## src/rtl/stim_driver.sv

```systemverilog
// rtl/stim_driver.sv - stimulus FIFO, issue pipeline and response checker for the t1/t2/t3 -> ff2 pipeline
module stim_driver #(
  parameter int DEPTH = 8,
  parameter int LAT   = 2
) (
  input  logic       clk,
  input  logic       rst,
  input  logic       in_valid,
  output logic       in_ready,
  input  logic [3:0] in_data,
  input  logic       hold,
  output logic       t1,
  output logic       t2,
  output logic       t3,
  input  logic       resp,
  output logic       out_valid,
  output logic [2:0] out_vec,
  output logic       out_resp,
  output logic       out_err,
  output logic       busy,
  output logic [7:0] done_cnt,
  output logic [7:0] err_cnt
);

  localparam int AW = $clog2(DEPTH);
  localparam int CW = $clog2(DEPTH + 1);

  typedef enum logic [1:0] {IDLE, RUN, DRAIN} state_t;

  // One in-flight vector: valid flag, expected ff2 value and the driven {t3,t2,t1}
  typedef struct packed {
    logic       v;
    logic       exp;
    logic [2:0] vec;
  } tag_t;

  logic [3:0]    mem [DEPTH];
  logic [AW-1:0] wptr;
  logic [AW-1:0] rptr;
  logic [CW-1:0] count;
  logic [CW-1:0] count_nxt;
  logic          full_q;
  logic          push;
  logic          pop;
  logic [3:0]    head;
  tag_t          tags [LAT];
  tag_t          last;
  logic          remain;
  state_t        state;
  state_t        state_nxt;

  assign in_ready = ~full_q;
  assign push     = in_valid & ~full_q;
  assign pop      = (count != '0) & ~hold;
  assign head     = mem[rptr];
  assign last     = tags[LAT-1];
  assign busy     = (state != IDLE);

  // Occupancy after this edge; push and pop together leave it unchanged
  always_comb begin
    count_nxt = count;
    if (push && !pop) begin
      count_nxt = count + CW'(1);
    end else if (!push && pop) begin
      count_nxt = count - CW'(1);
    end
  end

  // Storage array; contents are don't-care until written, so no reset
  always_ff @(posedge clk) begin
    if (push) begin
      mem[wptr] <= in_data;
    end
  end

  // Pointers, occupancy and the registered full flag that drives in_ready
  always_ff @(posedge clk or negedge rst) begin
    if (!rst) begin
      wptr   <= '0;
      rptr   <= '0;
      count  <= '0;
      full_q <= 1'b0;
    end else begin
      if (push) begin
        wptr <= wptr + AW'(1);
      end
      if (pop) begin
        rptr <= rptr + AW'(1);
      end
      count  <= count_nxt;
      full_q <= (count_nxt == CW'(DEPTH));
    end
  end

  // Drive the popped vector (or a zero bubble) and shift its tag down the latency line
  always_ff @(posedge clk or negedge rst) begin
    if (!rst) begin
      t1 <= 1'b0;
      t2 <= 1'b0;
      t3 <= 1'b0;
      for (int i = 0; i < LAT; i++) begin
        tags[i] <= '0;
      end
    end else begin
      t1 <= pop & head[0];
      t2 <= pop & head[1];
      t3 <= pop & head[2];
      tags[0] <= pop ? tag_t'{v: 1'b1, exp: head[3], vec: head[2:0]} : tag_t'('0);
      for (int i = 1; i < LAT; i++) begin
        tags[i] <= tags[i-1];
      end
    end
  end

  // Sample resp for the tag leaving the line and keep the running counters
  always_ff @(posedge clk or negedge rst) begin
    if (!rst) begin
      out_valid <= 1'b0;
      out_vec   <= 3'b000;
      out_resp  <= 1'b0;
      out_err   <= 1'b0;
      done_cnt  <= 8'd0;
      err_cnt   <= 8'd0;
    end else begin
      out_valid <= last.v;
      out_err   <= last.v & (resp != last.exp);
      if (last.v) begin
        out_vec  <= last.vec;
        out_resp <= resp;
        done_cnt <= done_cnt + 8'd1;
        if ((resp != last.exp) && (err_cnt != 8'hff)) begin
          err_cnt <= err_cnt + 8'd1;
        end
      end
    end
  end

  // A valid tag is still in flight after this edge if one is being issued now
  // or sits in any stage other than the one completing now
  always_comb begin
    remain = pop;
    for (int i = 0; i < LAT - 1; i++) begin
      remain = remain | tags[i].v;
    end
  end

  // State register
  always_ff @(posedge clk or negedge rst) begin
    if (!rst) begin
      state <= IDLE;
    end else begin
      state <= state_nxt;
    end
  end

  // Next state; hold only stops pops, it never steers the state machine
  always_comb begin
    state_nxt = state;
    case (state)
      IDLE: begin
        if (count != '0) begin
          state_nxt = RUN;
        end
      end
      RUN: begin
        if (count == '0) begin
          state_nxt = remain ? DRAIN : IDLE;
        end
      end
      DRAIN: begin
        if (count != '0) begin
          state_nxt = RUN;
        end else if (!remain) begin
          state_nxt = IDLE;
        end
      end
      default: state_nxt = IDLE;
    endcase
  end

endmodule

```

## config.mk

```make
export PLATFORM = sky130hd
export DESIGN_NAME = stim_driver
export DESIGN_NICKNAME = d
export VERILOG_FILES = /design/src/rtl/stim_driver.sv
export SDC_FILE = /design/constraint.sdc
export NUM_CORES = 1
export LEC_CHECK = 0
export ABC_CLOCK_PERIOD_IN_PS = 5050
export CAP_MARGIN = 20
export CORE_MARGIN = 4
export CORE_UTILIZATION = 50
export DETAILED_ROUTE_END_ITERATION = 7
export MAX_ROUTING_LAYER = met4
export PLACE_DENSITY = 0.83
export SKIP_LAST_GASP = 1
export SLEW_MARGIN = 5
export SYNTH_ARGS = -nofsm -noshare
export SYNTH_HDL_FRONTEND = slang
export SYNTH_SLANG_ARGS = --single-unit
```

## constraint.sdc

```tcl
create_clock -name clk -period 5.05 [get_ports clk]
set_input_delay 1.01 -clock clk [delete_from_list [all_inputs] [get_ports clk]]
set_output_delay 1.01 -clock clk [all_outputs]
set_load 0.01 [all_outputs]
```

==> impl_metrics.yaml <==
# flow metrics
global_route:
  grt-ovfl-total: 0
  grt_pass1_wl_um: 8580
  gr-usage-all-layers_pct: 15.4
  antenna_found_initial: 0
  grt_pass1_vias: 1816
  grt_max_degree: 46
yosys:
  async_flop_share_pct: 58.4
  ys_sh_mux_pct: 9.22
  top_cell: "dfrtp_1"
  top_cells_by_count: "dfrtp_1 (45), edfxtp_1 (32), nand2_1 (18), nor2_1 (14), xnor2_1 (11)"
  ys_cells: 220
  synth_area_sq_um: 3120
  ff_type: "dfrtp_1"
  ys_types: 37
  simple_gate_share_pct: 10.7
  synthCells: 220
  top_logic_kind: "simple AND/OR/NAND/NOR gates"
  ys_sh_aoi_pct: 3.21
  edf_count: 32
  ys_warn_count: 0
  ys_area_sq_um: 3120
  top_area_share_pct: 36.1
  ys_seq_share_pct: 66.9
  ys_sh_adder_pct: 2.40
  yosysTopAreaCell: "dfrtp_1"
  avgSynthCellArea_sq_um: 14.2
  syn-num-nets: 235
  synthXorXnorAreaFrac_pct: 5.61
critical_path:
  reg2reg_depth: 8
  path_max_fanout: 11
  rr_endpoint: "full_q"
  endpoint_kind: "register"
  cpMaxStageDelayCell: "nor2b_1"
  worstReg2RegStart: "count[0]"
  path_class: "in -> reg"
  r2r_setup_slack_ps: 3000
  start_kind: "input port"
  crit_chain: "clkdlybuf4s50_1, nor2b_1, nand2_1, nor3_1"
  cp.required_ps: 5020
  worst_ep_arrival_time_ps: 2780
layout:
  n_all_inverters: 7
  buffer_area_share_pct: 9.23
  seq_area_sq_um: 2090
  seq-cell-share_pct: 55.8
  final-comb-area_sq_um: 973
  nFillCells: 459
  clkbuf_count: 12
  design_area_sq_um: 3740
  num-multi-input-gates: 128
  syn_to_final_growth_pct: 19.9
  ff_count: 77
  drive_gt1_share_pct: 13.3
  final_cell_mix: "dfrtp_1 (45), clkdlybuf4s50_1 (34), edfxtp_1 (32), nand2_1 (18), nor2_1 (14)"
  largest_class: "registers"
  final_common_cell: "dfrtp_1"
  antenna_cells: 0
  clk_share_pct: 5.78
  layoutNonFillerInstCount: 338
power:
  leakage_uw: 0.00150
  powerDensity_nw_per_um2: 583
  switchingPower_uw: 673
  p_int_uw: 1510
  p_sw_share_pct: 30.9
  clkPwrFrac_pct: 22.9
  pwr-share-comb_pct: 29.7
  vdd_ir_drop_max_mv: 0.276
floorplan:
  floorplan.core_util_pct: 52.1
  row_count: 28
  die_h_um: 87.0
  die_area_sq_um: 7570
  die_x_um: 87.0
  top_level_ports: 36
  core_area_sq_um: 5990
  n_tap_cell: 75
worst_hold_path:
  min_delay_path_depth: 0
  hold_start: "tags[8]"
  hold_path_class: "reg -> reg"
sta:
  tns_ps: 0
  hold_viol: 0
  drv_slew: 0
  worstMarginPinSlew_ps: 924
  fin_skew_ps: 9.30
  rsz0062_at_grt: "false"
  min_period_ps: 2810
  slew_headroom_pct: 38.4
drt:
  num_vias: 1797
  via_per_inst: 5.32
  drt_first_iter_violations: 92
  drt_wl_total_um: 5160
  drtPass1Iterations: 4
  ant_nets: 0
  drc: 0
cts:
  cts_sinks: 77
  cts_buffers: 9
  clk_pin_slew_worst_paths_ps: 70
  htree_levels: 3
  postCtsSetupRepairBufs: 0
  cts_hold_buf: 0
  cts-root-buf: "clkbuf_8"
  cts_tree: "done"
  clk_latency_ps: 340
place:
  dp_hpwl_um: 3680
  io_buffers: 35
  dpl_cell_area_sq_um: 3530
  place_inst: 322
  gp_congestion: 0.847
flow_run:
  log.warning_count: 27
status:
  status: "complete, no violations"
==> state kept, by name (all words and copies together), names as in the netlist <==
name       flops
full_q         1
last           5
out_valid      1
err_cnt        8
rptr           3
tags           3
t2             1
mem           32
out_vec        3
out_err        1
t3             1
count          4
out_resp       1
done_cnt       8
state          2
wptr           3
==> worst max path at each step <==
stage	from	endpoint	slack, ps	cells after the start
6_report	in_valid	mem[1][2]	2240	4
5_1_grt	in_valid	mem[1][2]	2070	4
4_1_cts	in_valid	mem[1][2]	2210	4
3_5_place_dp	in_valid	mem[1][1]	1900	4
3_3_place_gp	in_valid	mem[1][2]	2020	4
2_1_floorplan	in_valid	mem[1][0]	2800	4
==> routing by layer <==
| layer | GRT usage [%] | vias up | routed length [um] |
|---|---|---|---|
| li1 | - | 858 | - |
| met1 | 19.1 | 882 | 2240 |
| met2 | 24.5 | 49 | 2540 |
| met3 | 4.73 | 8 | 316 |
| met4 | 4.67 | 0 | 59 |
| met5 | - | - | 0 |
==> power groups by stage <==
stage | clock [uW] | combinational [uW] | sequential [uW]
finish | 500 | 647 | 1040
global route | 535 | 716 | 1070
CTS | 511 | 660 | 1040
detailed placement | 0 | 658 | 1050
global placement | 0 | 629 | 1040
floorplan | 0 | 417 | 1010
==> critical path, delay by kind of cell <==
| family | cells | cell delay (ps) |
|---|---|---|
| and+or+nand+nor | 3 | 1290 |
| buffers and inverters | 1 | 470 |
==> metrics by stage <==
step	hold slack, ps	utilization (%)	worst slack (ps)	power (uW)
finish	345	62.5	2240	2180
global route	359	62.5	2070	2320
CTS	347	62.5	2210	2210
detailed placement	336	58.9	1900	1710
global placement	334	58.9	2020	1670
floorplan	331	-	2800	1420
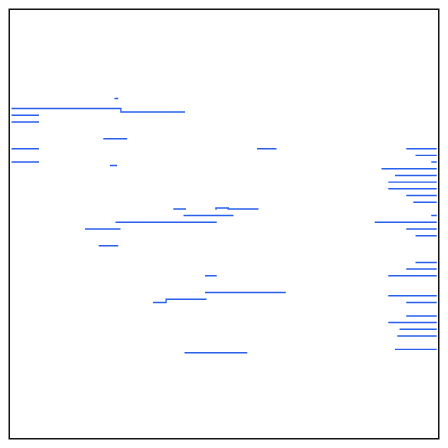
*Met3 routing*
longest straight run: 22.1 um
main direction: horizontal
share of all routed wire: 6.1%
wire length on this layer: 316 um

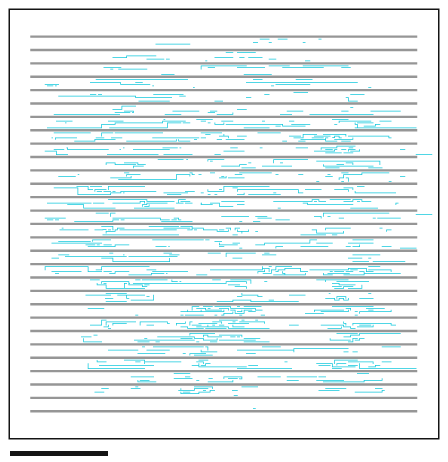
*Signal wires on met1*
The bar under the picture is 20 um long. Supply wires on this layer in gray.
main direction: horizontal
share of all routed wire: 44%
longest straight run: 22.5 um

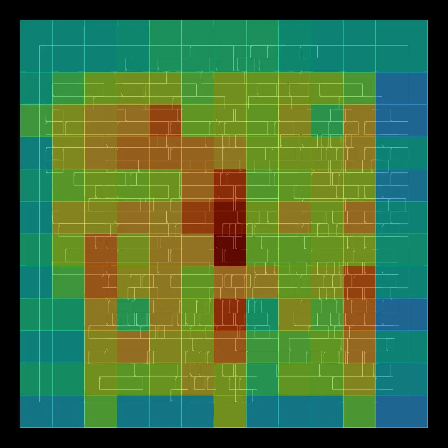
*Congestion heat map*
grt met2 use: 24.5%
Final Util: 62.5%

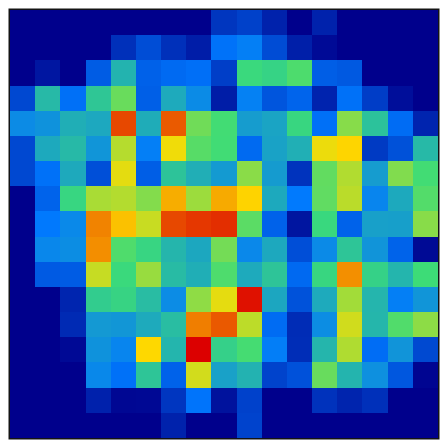
*Routed metal per tile*
The die is cut into 17 by 17 equal tiles; dark blue is low, red is high, scaled to the fullest tile. Values are wire area over tile area, all layers added.
nearly empty tiles: 23%
mean over tiles: 0.11
tiles over half the peak: 21%
emptiest ninth of the die: south-west
fullest tile: 0.37

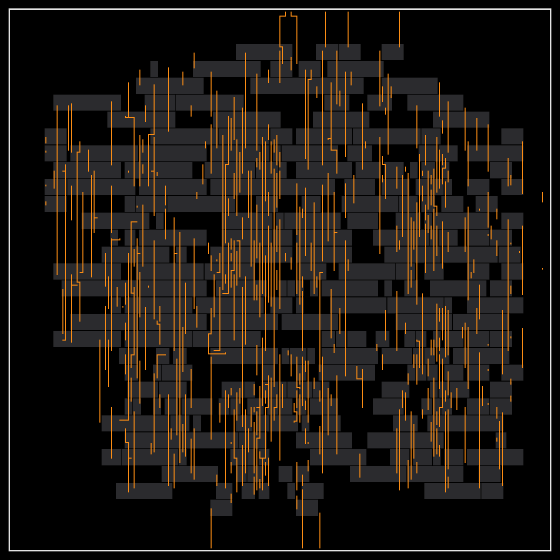
*M2 wires*
Cells faint in the background.
share of all routed wire: 49%
nets with wire on the layer: 241
main direction: vertical
wire length on this layer: 2540 um
longest straight run: 37.1 um

No activity file was given, so power comes from the tool's default toggle rates.
